**Run 1: selected gate families**

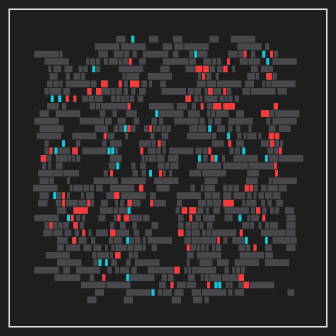
**Run 1: clock wiring as the flow saved it**

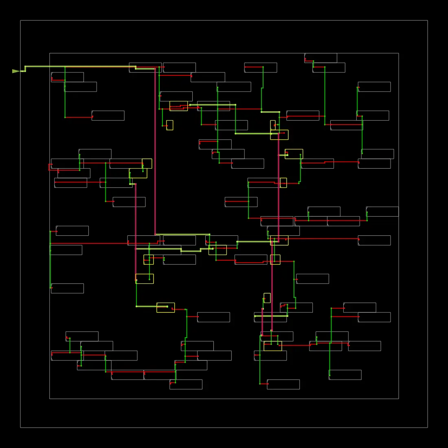
**Run 1: the metal 1 layer**

Supply wires on this layer in gray.
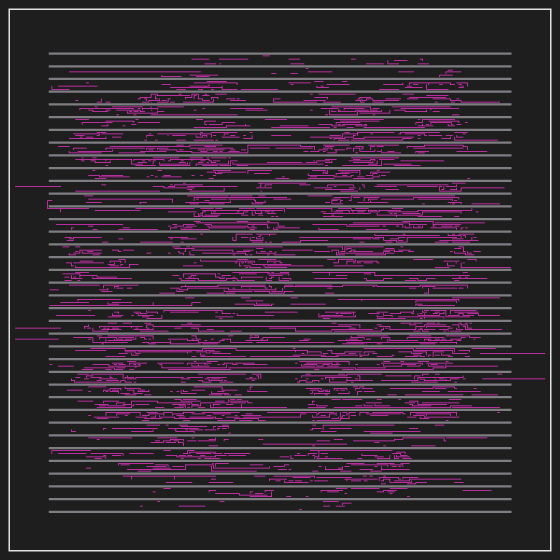
**Run 1: sequential cells colored by netlist name**

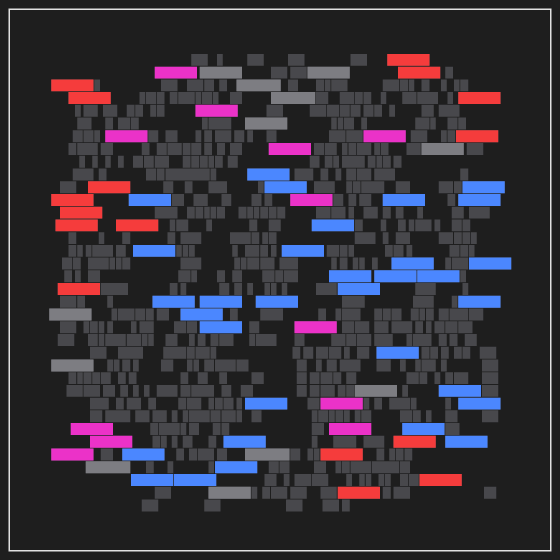
File: src/rtl/clk_gate_pkg.sv
`default_nettype none
// ============================================================================
//  Module      : clk_gate_pkg
//  Description : Shared types and widths for the per-domain clock-gating
//                controller: FSM state encoding, counter widths and the
//                wake-hold load helper.
//  Revision    : 1.0 - initial release
// ============================================================================
package clk_gate_pkg;

    localparam int STATE_W    = 3;   // FSM state register width
    localparam int IDLE_CNT_W = 8;   // idle hysteresis counter / IDLE_CYCLES width
    localparam int WAKE_CNT_W = 4;   // wake-hold counter width

    typedef enum logic [STATE_W-1:0] {
        ST_RUN      = 3'd0,
        ST_COUNT    = 3'd1,
        ST_SLEEPREQ = 3'd2,
        ST_GATED    = 3'd3,
        ST_WAKE     = 3'd4
    } dom_state_t;

    // Clamp the wake-hold length into the range the 4-bit counter can hold
    // (1..15) so an out-of-range parameter still yields a sane hold time.
    function automatic logic [WAKE_CNT_W-1:0] wake_load(input int cycles);
        int max_val;
        max_val = (1 << WAKE_CNT_W) - 1;
        if (cycles < 1) begin
            return WAKE_CNT_W'(1);
        end else if (cycles > max_val) begin
            return '1;
        end else begin
            return cycles[WAKE_CNT_W-1:0];
        end
    endfunction

endpackage : clk_gate_pkg
`default_nettype wire

File: src/rtl/clk_gate_dom_fsm.sv
`default_nettype none
// ============================================================================
//  Module      : clk_gate_dom_fsm
//  Description : Single-domain clock-gating FSM (RUN -> COUNT -> SLEEPREQ ->
//                GATED -> WAKE -> RUN) with idle hysteresis counter, sleep
//                request/acknowledge handshake and wake-hold counter.
//                All outputs are registered; testmode only forces clken.
//  Revision    : 1.0 - initial release
// ============================================================================
module clk_gate_dom_fsm
    import clk_gate_pkg::*;
#(
    parameter int WAKE_CYCLES = 2
) (
    input  logic                  clk,
    input  logic                  rst_n,
    input  logic                  enable,
    input  logic                  testmode,
    input  logic [IDLE_CNT_W-1:0] idle_cycles,
    input  logic                  idle,
    input  logic                  wakereq,
    input  logic                  sleepack,
    output logic                  sleepreq,
    output logic                  clken,
    output logic                  gated
);

    localparam logic [WAKE_CNT_W-1:0] C_WAKE_LOAD = wake_load(WAKE_CYCLES);

    dom_state_t            r_state;
    logic [IDLE_CNT_W-1:0] r_idle_cnt;
    logic [WAKE_CNT_W-1:0] r_wake_cnt;
    logic                  r_sleepreq;
    logic                  r_clken;
    logic                  r_gated;

    // State, counters and registered outputs advance together in one block.
    always_ff @(posedge clk or negedge rst_n) begin
        if (!rst_n) begin
            r_state    <= ST_RUN;
            r_idle_cnt <= '0;
            r_wake_cnt <= '0;
            r_sleepreq <= 1'b0;
            r_clken    <= 1'b1;
            r_gated    <= 1'b0;
        end else begin
            case (r_state)
                ST_RUN: begin
                    r_sleepreq <= 1'b0;
                    r_clken    <= 1'b1;
                    r_gated    <= 1'b0;
                    if (enable && idle && !wakereq) begin
                        if (idle_cycles == '0) begin
                            // Zero hysteresis: request sleep immediately.
                            r_state    <= ST_SLEEPREQ;
                            r_sleepreq <= 1'b1;
                        end else begin
                            r_state    <= ST_COUNT;
                            r_idle_cnt <= idle_cycles;
                        end
                    end
                end

                ST_COUNT: begin
                    if (!idle || wakereq || !enable) begin
                        r_state    <= ST_RUN;
                        r_idle_cnt <= '0;
                    end else if (r_idle_cnt <= IDLE_CNT_W'(1)) begin
                        r_state    <= ST_SLEEPREQ;
                        r_sleepreq <= 1'b1;
                        r_idle_cnt <= '0;
                    end else begin
                        r_idle_cnt <= r_idle_cnt - IDLE_CNT_W'(1);
                    end
                end

                ST_SLEEPREQ: begin
                    // Abort wins over a simultaneous acknowledge.
                    if (wakereq || !enable) begin
                        r_state    <= ST_RUN;
                        r_sleepreq <= 1'b0;
                    end else if (sleepack) begin
                        r_state <= ST_GATED;
                        r_clken <= 1'b0;
                        r_gated <= 1'b1;
                    end
                end

                ST_GATED: begin
                    // Idle is irrelevant here; only a wake source restarts the clock.
                    if (wakereq || !enable) begin
                        r_state    <= ST_WAKE;
                        r_clken    <= 1'b1;
                        r_gated    <= 1'b0;
                        r_wake_cnt <= C_WAKE_LOAD;
                    end
                end

                ST_WAKE: begin
                    // Clock runs while sleepreq is still held, giving the
                    // domain settling cycles before it is released.
                    if (r_wake_cnt <= WAKE_CNT_W'(1)) begin
                        r_state    <= ST_RUN;
                        r_sleepreq <= 1'b0;
                        r_wake_cnt <= '0;
                    end else begin
                        r_wake_cnt <= r_wake_cnt - WAKE_CNT_W'(1);
                    end
                end

                default: begin
                    r_state    <= ST_RUN;
                    r_idle_cnt <= '0;
                    r_wake_cnt <= '0;
                    r_sleepreq <= 1'b0;
                    r_clken    <= 1'b1;
                    r_gated    <= 1'b0;
                end
            endcase
        end
    end

    assign sleepreq = r_sleepreq;
    assign gated    = r_gated;
    assign clken    = r_clken | testmode;

endmodule : clk_gate_dom_fsm
`default_nettype wire

File: src/rtl/clk_gate_ctrl.sv
`default_nettype none
// ============================================================================
//  Module      : clk_gate_ctrl
//  Description : Multi-domain clock-gating controller. Fans the shared
//                controls and per-domain vectors out to NUM_DOM independent
//                clk_gate_dom_fsm instances.
//  Revision    : 1.0 - initial release
// ============================================================================
module clk_gate_ctrl
    import clk_gate_pkg::*;
#(
    parameter int NUM_DOM     = 4,
    parameter int WAKE_CYCLES = 2
) (
    input  logic                  HCLK,
    input  logic                  HRESETn,
    input  logic                  ENABLE,
    input  logic                  TESTMODE,
    input  logic [IDLE_CNT_W-1:0] IDLE_CYCLES,
    input  logic [NUM_DOM-1:0]    DOM_IDLE,
    input  logic [NUM_DOM-1:0]    DOM_WAKEREQ,
    input  logic [NUM_DOM-1:0]    DOM_SLEEPACK,
    output logic [NUM_DOM-1:0]    DOM_SLEEPREQ,
    output logic [NUM_DOM-1:0]    DOM_CLKEN,
    output logic [NUM_DOM-1:0]    DOM_GATED
);

    genvar g_idx;
    generate
        for (g_idx = 0; g_idx < NUM_DOM; g_idx++) begin : g_dom
            clk_gate_dom_fsm #(
                .WAKE_CYCLES (WAKE_CYCLES)
            ) u_dom_fsm (
                .clk         (HCLK),
                .rst_n       (HRESETn),
                .enable      (ENABLE),
                .testmode    (TESTMODE),
                .idle_cycles (IDLE_CYCLES),
                .idle        (DOM_IDLE[g_idx]),
                .wakereq     (DOM_WAKEREQ[g_idx]),
                .sleepack    (DOM_SLEEPACK[g_idx]),
                .sleepreq    (DOM_SLEEPREQ[g_idx]),
                .clken       (DOM_CLKEN[g_idx]),
                .gated       (DOM_GATED[g_idx])
            );
        end
    endgenerate

endmodule : clk_gate_ctrl
`default_nettype wire
File: config.mk
export PLATFORM = sky130hd
export DESIGN_NAME = clk_gate_ctrl
export DESIGN_NICKNAME = d
export VERILOG_FILES = /design/src/rtl/clk_gate_pkg.sv /design/src/rtl/clk_gate_dom_fsm.sv /design/src/rtl/clk_gate_ctrl.sv
export SDC_FILE = /design/constraint.sdc
export NUM_CORES = 1
export LEC_CHECK = 0
export ABC_CLOCK_PERIOD_IN_PS = 3800
export CELL_PAD_IN_SITES_DETAIL_PLACEMENT = 0
export CELL_PAD_IN_SITES_GLOBAL_PLACEMENT = 1
export CORE_MARGIN = 8
export CORE_UTILIZATION = 49
export DETAILED_ROUTE_END_ITERATION = 10
export PLACE_DENSITY_LB_ADDON = 0.3
export SYNTH_ARGS = -nofsm -noshare
export SYNTH_HDL_FRONTEND = slang
export SYNTH_SLANG_ARGS = --single-unit
File: constraint.sdc
create_clock -name HCLK -period 3.8 [get_ports HCLK]
set_clock_uncertainty 0.1 [all_clocks]
set_input_delay 0.76 -clock HCLK [delete_from_list [all_inputs] [get_ports HCLK]]
set_output_delay 0.76 -clock HCLK [all_outputs]
set_load 0.03 [all_outputs]
==> Slide: Implementation Results, run 1 <==
Synthesis and Place & Route Summary

Final layout
  – Commonest Layout Cell: dfrtp_1
  – Nets: about 630
  – # fillers: 928
  – Ant. Diodes: 0
  – Most frequent cells in the layout: dfrtp_1, nor2_1, o21ai_0
  – Area Overhead vs Synth: 11.56%
  – Share of layout cells above drive strength 1: 10.89%

Detailed routing
  – DR iter-0 viols: roughly 300
  – Via count: about 4,300
  – Post-route DRC: 0
  – Routed WL per cell: 16.62 um
  – Routed wire length: 12,130 um
  – Via density: 5.942
  – Drt first pass iters: 5
  – Antenna Nets Post-Route: 0

Clocking
  – CTS clk-pin slew, worst paths: 70 ps
  – CTS tree: yes
  – Post-cts resize count: 0
  – Clock buffer depth: 2
  – Root Driver: clkbuf_8
  – Clk_lat worst skew: about 360 ps
  – H-tree levels: 3
  – Post-CTS Setup Bufs: 0
  – CTS Hold Bufs: 0

Setup path
  – Reg2Reg Setup Slack: ~1400 ps
  – Levels on crit path: 3
  – Slowest stage delay, CP: roughly 600 ps
  – Crit path capture: DOM_CLKEN[1]
  – Worst Reg-to-Reg Cells: 7
  – Critical Path Sink Type: output port
  – Kind of critical path: input pin to output port
  – Crit. Startpoint: TESTMODE
  – Critical path data required time: 2940 ps
  – WP data arrival: 2180 ps
  – R2r startpoint: g_dom[0].u_dom_fsm.r_idle_cnt[0]
  – Slowest-stage cell, CP: clkdlybuf4s50_1
  – Buffer and inverter count on the worst path: 2
  – Critical path, cell by cell: clkdlybuf4s50_1, or2_2, clkdlybuf4s50_1
  – CP startpoint kind: input pin
  – Crit path max fanout: 4
  – CP dominant cell by count: clkdlybuf4s50_1
  – Top delay family on crit path: buffers and inverters
  – Worst R2R End: g_dom[0].u_dom_fsm.r_state[1]

Final timing
  – RSZ-0062 raised after global routing: false
  – Max-slew violations: 0
  – Setup violators final: 0
  – F_max: 329.1 MHz
  – Min cycle time layout: roughly 3000 ps
  – Final TNS setup: 0 ps
  – Final tally of hold violations: 0
  – Tcrit/Tclk final: between 70% and 80%
  – Slew headroom: 30.37%
  – Least-Margin Pin Slew: 1037 ps

Place
  – Final GP Congestion: 0.8812
  – HPWL after DPL: 8515 um
  – Port bufs: 35

Synth
  – Synth warn: 0
  – Synthesis area per yosys: a little under 0.005 mm2
  – Post-synth regs: between 70 and 80
  – EDFF count, synth: 0
  – Synth Flop Type: dfrtp_1
  – Mean Syn Cell Area: 8.520 um2
  – Syn nets: 608
  – Yosys Instances: 568
  – Post-synth ARST share: 100.0%
  – Mapped Cells: 568
  – Post-Syn Area: 0.004840 mm2
  – Unique cell type count in the Yosys netlist: 77
  – Register share after synthesis: a little under two fifths

Floorplanning
  – Core ar.: 0.009684 mm2
  – Die width: 115.4 um
  – Row Count: 36
  – DIE HEIGHT: ~120 um
  – Top Ports: 36
  – Initial core utilization: 49.97%
  – Chip area: 0.01331 mm2

Power and ir drop
  – Max IR drop VDD: 336.1 uV
  – Static leakage power: 2.233 nW
  – PD cells: 616.1 mW/mm2

Global route
  – Global Route met3 Usage: 3.729%
  – GR met2 Demand/Resource: between 20 and 30%
  – Vias in the first global route: 4,034
  – Initial antenna violation count: 0
  – GRT busiest layer: met2
  – Overflow after GRT: 0
  – GRT Total Usage: 18.88%
  – GR Util met1: 25.43%
  – First-pass GRT wire length: around 20,000 um
  – Largest net degree at the start of global routing: 73

Flow run
  – OpenROAD warnings: 34
  – Max-cap check violation count: 0

Worst hold path
  – Hold Startpoint: g_dom[3].u_dom_fsm.sleepreq
  – Hold path depth: 2
  – Hold Path End: g_dom[3].u_dom_fsm.sleepreq
  – Hold Path Class: register to register

Outcome
  – Status: completed
Notes on 'selected gate families' above:
[inverters] cyan | cells: 34 | where: spread over the die
[NAND gates] red | cells: 80
final instance count without filler cells: 730
combinational share of cell area: 50.75%

Notes on 'clock wiring as the flow saved it' above:
CTS sink count: 72
flip-flops: 72
TritonCTS buffer count: 9
clk pwr: 0.539 mW

Notes on 'the metal 1 layer' above:
wire length on this layer: 5,540 um
longest straight run: 42.3 um

Notes on 'sequential cells colored by netlist name' above:
[g_dom.u_dom_fsm.r_wake_cnt] red | sequential cells: 16 | where: spread over the die
[g_dom.u_dom_fsm.r_state] magenta | sequential cells: 12
[g_dom.u_dom_fsm.r_idle_cnt] blue | sequential cells: 32
not colored: 12
final core occ: 55.75%
Seq area share: 33.46%
FF/Latch Area: 0.001807 mm2
sequential power: 1.24 mW

==> run 1: synthesized netlist by cell type, types with 7 or more instances <==
| cell type | instances | area share (%) |
|---|---|---|
| buf_4 | 13 | 2.0 |
| o21ai_0 | 52 | 5.4 |
| nor3_1 | 23 | 2.4 |
| a21oi_1 | 39 | 4.0 |
| nand3_1 | 12 | 1.2 |
| a32oi_1 | 9 | 1.6 |
| o22ai_1 | 7 | 0.90 |
| nand2_1 | 43 | 3.3 |
| nor2b_1 | 12 | 1.6 |
| inv_1 | 34 | 2.6 |
| a31oi_1 | 8 | 1.0 |
| dfrtp_1 | 68 | 35 |
| ha_1 | 16 | 4.1 |
| buf_2 | 8 | 0.83 |
| nor2_1 | 63 | 4.9 |
| nand2b_1 | 13 | 1.7 |
| nor4_1 | 7 | 0.90 |
| a22oi_1 | 9 | 1.4 |
| o21a_1 | 7 | 1.1 |
==> run 1: layer usage <==
layer  vias to the layer above  part of all wire, %
met1                      2070                   46
met3                        18                  5.8
li1                       2117                    -
met2                       133                   47
met4                         0                  1.6
met5                         -                    0
==> run 1: tightest hold or removal path: cells and delay by family, from the launching register on <==
kind | cells | cell delay (ps)
flops | 1 | 350
compound gates | 1 | 60
simple gates | 1 | 40
==> run 1: registers in the layout, indices dropped and copies added (netlist names) <==
register                    flops
g_dom.u_dom_fsm.r_clken         4
g_dom.u_dom_fsm.r_state        12
g_dom.u_dom_fsm.r_wake_cnt     16
g_dom.u_dom_fsm.sleepreq        4
g_dom.u_dom_fsm.r_idle_cnt     32
g_dom.u_dom_fsm.gated           4
==> run 1: area by class of cell <==
cell class              instances  area (um2)  share of cell area, %
clock buffers                  10       127.6                  2.364
clock inverters                 6       37.54                 0.6952
inverters                      34       127.6                  2.364
multi-input cells             434        2740                  50.75
flip-flops and latches         72        1807                  33.46
well taps                     133       166.4                  3.082
repair buffers                 41       392.9                  7.277
==> run 1: where the power goes <==
group          internal (mW)  switching, mW  leakage [nW]
logic                  0.639          0.913          1.22
clock network          0.233          0.306        0.0781
registers              0.973          0.262         0.938
total                   1.85           1.48          2.23
==> run 1: metrics by stage <==
stage | worst slack [ps] | cell area (um2) | instances | total power, mW | hold slack [ps]
final | 761.8 | 5399 | 730 | 3.326 | 387.0
after global routing | 704.6 | 5399 | 730 | 3.586 | 444.4
after CTS | 708.1 | 5399 | 730 | 3.327 | 396.1
after detailed placement | 623.7 | 5234 | 714 | 2.775 | 376.3
after global placement | 672.2 | 5234 | 714 | 2.747 | 378.9
after floorplan | 1625 | 4840 | 568 | 2.401 | 350.6
==> run 1: cell families (layout without fill, tap and decap cells) <==
group | count (synthesis) | after routing | synth area share [%]
compound gates | 183 | 183 | 25.26
xor+xnor | 3 | 3 | 0.5430
fa+ha+maj | 16 | 16 | 4.136
buf+inv | 62 | 91 | 6.049
flops | 72 | 72 | 37.33
mux | 6 | 6 | 1.293
simple gates | 226 | 226 | 25.39
**Run 1: floorplan with the power grid**

Pins as bars on the die edge.
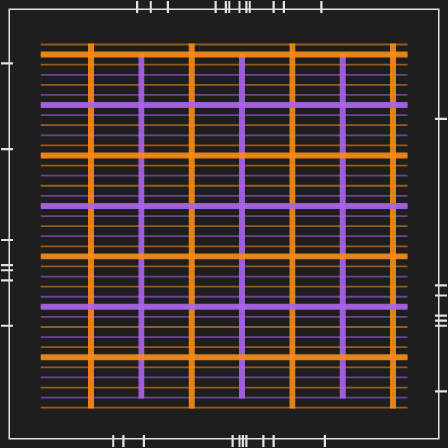

==> inputs of run 2 (changes only) <==
Settings changed: ABC_CLOCK_PERIOD_IN_PS 3800 to 2800, CORE_UTILIZATION 49 to 45.
Clock period 3.8 ns to 2.8 ns, I/O delays scaled along.
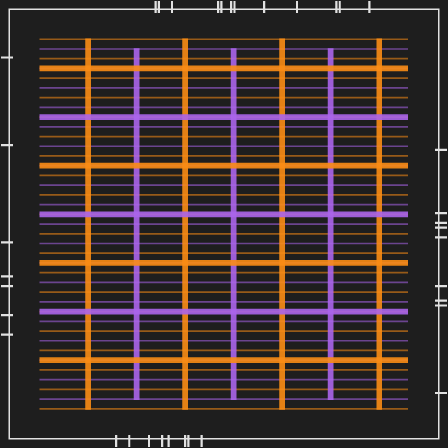
**Above:** run 2 (floorplan with the power grid).
Pins as bars on the die edge.
[VSS] orange
[VDD] purple
met5 straps: 7
rows: 38
met4 straps: 7

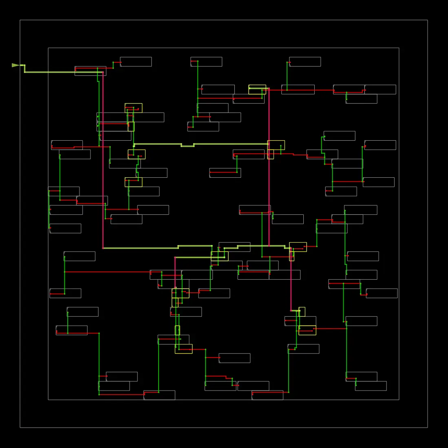
**Above:** run 2 (clock wiring as the flow saved it).
Clock Buffer Count: 12
clk_lat worst skew: 360 ps
clk pwr: 0.732 mW

==> run 2 against run 1 <==
Register-to-register slack got worse by 790 ps. Hold slack got worse by 140 ps. Flip-flop count unchanged. Sequential share of layout area is 1.1 points lower. Critical path type unchanged. Critical endpoint is now DOM_CLKEN[3]. Largest cell class unchanged. Largest power group unchanged.
==> Slide: Implementation Results, run 2 <==
Synthesis and Place & Route Summary

Outcome
  – Status: completed

Clocking
  – CTS sink count: 72 (unchanged)
  – CTS clk-pin slew, worst paths: 80 ps (about the same)
  – Root Driver: clkbuf_8
  – Clock buffer depth: 2 (unchanged)
  – H-tree levels: 3 (unchanged)
  – TritonCTS buffer count: 9 (unchanged)
  – CTS Hold Bufs: 0 (unchanged)
  – CTS tree: yes
  – Post-cts resize count: 0 (unchanged)
  – Post-CTS Setup Bufs: 0 (unchanged)

Floorplanning
  – Initial core utilization: 45.44% (-4.5 points)
  – Row Count: 38 (+5.6%)
  – DIE HEIGHT: 119.7 um (+3.7%)
  – Die width: 119.7 um (+3.7%)
  – Chip area: 0.01433 mm2 (+7.6%)
  – Core ar.: 0.01065 mm2 (+10%)
  – Top Ports: 36 (unchanged)

Final timing
  – Tcrit/Tclk final: about 95%
  – Final TNS setup: 0 ps (unchanged)
  – Slew headroom: 36.34% (+6.0 points)
  – F_max: 374.9 MHz
  – Setup violators final: 0 (unchanged)
  – Final tally of hold violations: 0 (unchanged)
  – Min cycle time layout: 2668 ps
  – Max-slew violations: 0 (unchanged)
  – Least-Margin Pin Slew: 955.0 ps (-81.56 ps)
  – RSZ-0062 raised after global routing: false

Final layout
  – Top Registers: g_dom.u_dom_fsm.r_idle_cnt: 32 flops, g_dom.u_dom_fsm.r_wake_cnt: 16 flops, g_dom.u_dom_fsm.r_state: 12 flops
  – Area Overhead vs Synth: 15.46%
  – FF/Latch Area: 0.001807 mm2 (unchanged)
  – Most frequent cells in the layout: dfrtp_1, nor2_1, o21ai_0
  – Biggest register: g_dom.u_dom_fsm.r_idle_cnt
  – # fillers: 1,041 (+12%)
  – Max reg flops: 32 (unchanged)
  – Share of layout cells above drive strength 1: 14.17% (+3.3 points)
  – Comb. cell area: 0.002740 mm2 (unchanged)
  – Ant. Diodes: 0 (unchanged)
  – Commonest Layout Cell: dfrtp_1
  – Nets: 656 (+3.8%)
  – Post-Layout Inst Area: 0.005588 mm2 (+3.5%)

Detailed routing
  – Drt first pass iters: 6 (+1)
  – Routed wire length: 12,400 um (+2.2%)
  – Post-route DRC: 0 (unchanged)
  – Antenna Nets Post-Route: 0 (unchanged)
  – Routed WL per cell: 16.30 um (-1.9%)
  – DR iter-0 viols: 354 (+16%)
  – Via count: 4,414 (+1.8%)
  – Via density: 5.800 (-2.4%)

Synth
  – Register share after synthesis: 37.33% (unchanged)
  – XOR-XNOR Cells, Area Fraction: 0.5429% (unchanged)
  – Post-synth ARST share: 100.0% (unchanged)
  – Mapped Cells: 568 (unchanged)
  – Yosys Instances: 568 (unchanged)
  – EDFF count, synth: 0 (unchanged)
  – Most numerous cell in the Yosys netlist: dfrtp_1
  – Area share of the largest cell type after synthesis: 35.16% (unchanged)
  – Synthesis area per yosys: 0.004840 mm2 (unchanged)
  – Fa+ha+maj area frac: 4.137% (unchanged)
  – Post-Syn Area: 0.004840 mm2 (unchanged)
  – Synth cell count leaders: dfrtp_1, nor2_1, o21ai_0
  – Largest cells by area: dfrtp_1, o21ai_0, nor2_1
  – Logic family by area: simple AND/OR/NAND/NOR gates
  – Synth Flop Type: dfrtp_1
  – Synth Area in Compound Gates: 25.26% (unchanged)
  – Unique cell type count in the Yosys netlist: 77 (unchanged)
  – Mux share: 1.293% (unchanged)
  – Post-synth regs: 72 (unchanged)
  – Simple logic cell fraction of the synthesized area: 25.39% (unchanged)
  – Yosys top cell by area: dfrtp_1
  – Mean Syn Cell Area: 8.520 um2 (unchanged)
  – Synth warn: 0 (unchanged)
  – Syn nets: 608 (unchanged)

Flow run
  – OpenROAD warnings: 34 (unchanged)
  – Max-cap check violation count: 0 (unchanged)

Place
  – Port bufs: 35 (unchanged)
  – Placed cell areas: 0.005423 mm2 (+3.6%)
  – HPWL after DPL: 8868 um (+4.2%)
  – Final GP Congestion: 0.8670 (-1.6%)

Setup path
  – R2r startpoint: g_dom[0].u_dom_fsm.r_wake_cnt[0]
  – WP data arrival: 2010 ps (-170 ps)
  – Critical Path Sink Type: output port
  – Crit path max fanout: 4 (unchanged)
  – Kind of critical path: input pin to output port
  – Reg2Reg Setup Slack: 650 ps (-790 ps)
  – Worst Reg-to-Reg Cells: 7 (unchanged)
  – Worst R2R End: g_dom[0].u_dom_fsm.r_state[1]
  – Critical path data required time: 2140 ps (-800 ps)
  – Crit. Startpoint: TESTMODE
  – CP startpoint kind: input pin

Power and ir drop
  – Static leakage power: 2.359 nW (+5.6%)
  – Max IR drop VDD: 396.7 uV (+18%)
  – PD cells: 817.1 mW/mm2 (+33%)

Global route
  – GRT Total Usage: 17.87% (-1.0 points)
  – First-pass GRT wire length: 21,050 um (+5.1%)
  – Largest net degree at the start of global routing: 73 (unchanged)
  – Vias in the first global route: 4,349 (+7.8%)
  – Overflow after GRT: 0 (unchanged)
  – Initial antenna violation count: 0 (unchanged)

Worst hold path
  – Hold Path Class: input pin to async pin
[run 2: cell counts after synthesis]
No cell type changed its count.
[run 2: final cells by class]
class | count | share of cell area (%)
Clock buffer | 12 | 2.597
Clock inverter | 4 | 0.3583
Inverter | 34 | 2.284
Multi-Input combinational cell | 434 | 49.04
Sequential cell | 72 | 32.33
Tap cell | 140 | 3.135
Timing Repair Buffer | 65 | 10.26
[run 2: logic make-up after synthesis]
kind of cell,count (synthesis)
muxes,6
adders and majority gates,16
DFF,72
buffers and inverters,62
and+or+nand+nor,226
xor gates and xnor gates,3
AOI/OAI and AO/OA,183
[run 2: worst max-delay path by stage]
stage,to,slack [ps],cells past startpoint
3_5_place_dp,DOM_CLKEN[3],90,3
4_1_cts,DOM_CLKEN[3],90,3
5_1_grt,DOM_CLKEN[3],70,3
3_3_place_gp,DOM_CLKEN[1],140,3
2_1_floorplan,g_dom[0].u_dom_fsm.r_state[1],800,7
6_report,DOM_CLKEN[3],130,3
[run 2: metrics by stage]
stage               setup slack, ps  utilization (%)  total power [mW]  cells  hold WS [ps]
floorplan                     800.1                -             3.259    568         164.4
global route                  72.51            52.47             4.956    761         334.6
global placement              139.1            50.92             3.795    745         388.6
CTS                           92.82            52.47             4.601    761         274.0
finish                        132.3            52.47             4.566    761         248.7
detailed placement            92.82            50.92             3.839    745         398.2
[run 2: worst max-delay path, stage by stage]
cell	delay (ps)
clkdlybuf4s50_1	510
or2_2	340
clkdlybuf4s50_1	600
[run 2: routing by layer]
metal	up-vias	track usage (%)	share of wire, %
li1	2163	-	-
met5	-	0	0
met1	2145	22.41	46
met3	21	3.664	3.6
met4	0	8.899	2.8
met2	85	28.75	47
[run 2: report_power, final]
part	total, mW	switching (mW)	internal [mW]
Sequential	1.67	0.349	1.32
Clock	0.732	0.392	0.341
Combinational	2.16	1.24	0.922
No activity file was given, so power comes from the tool's default toggle rates.
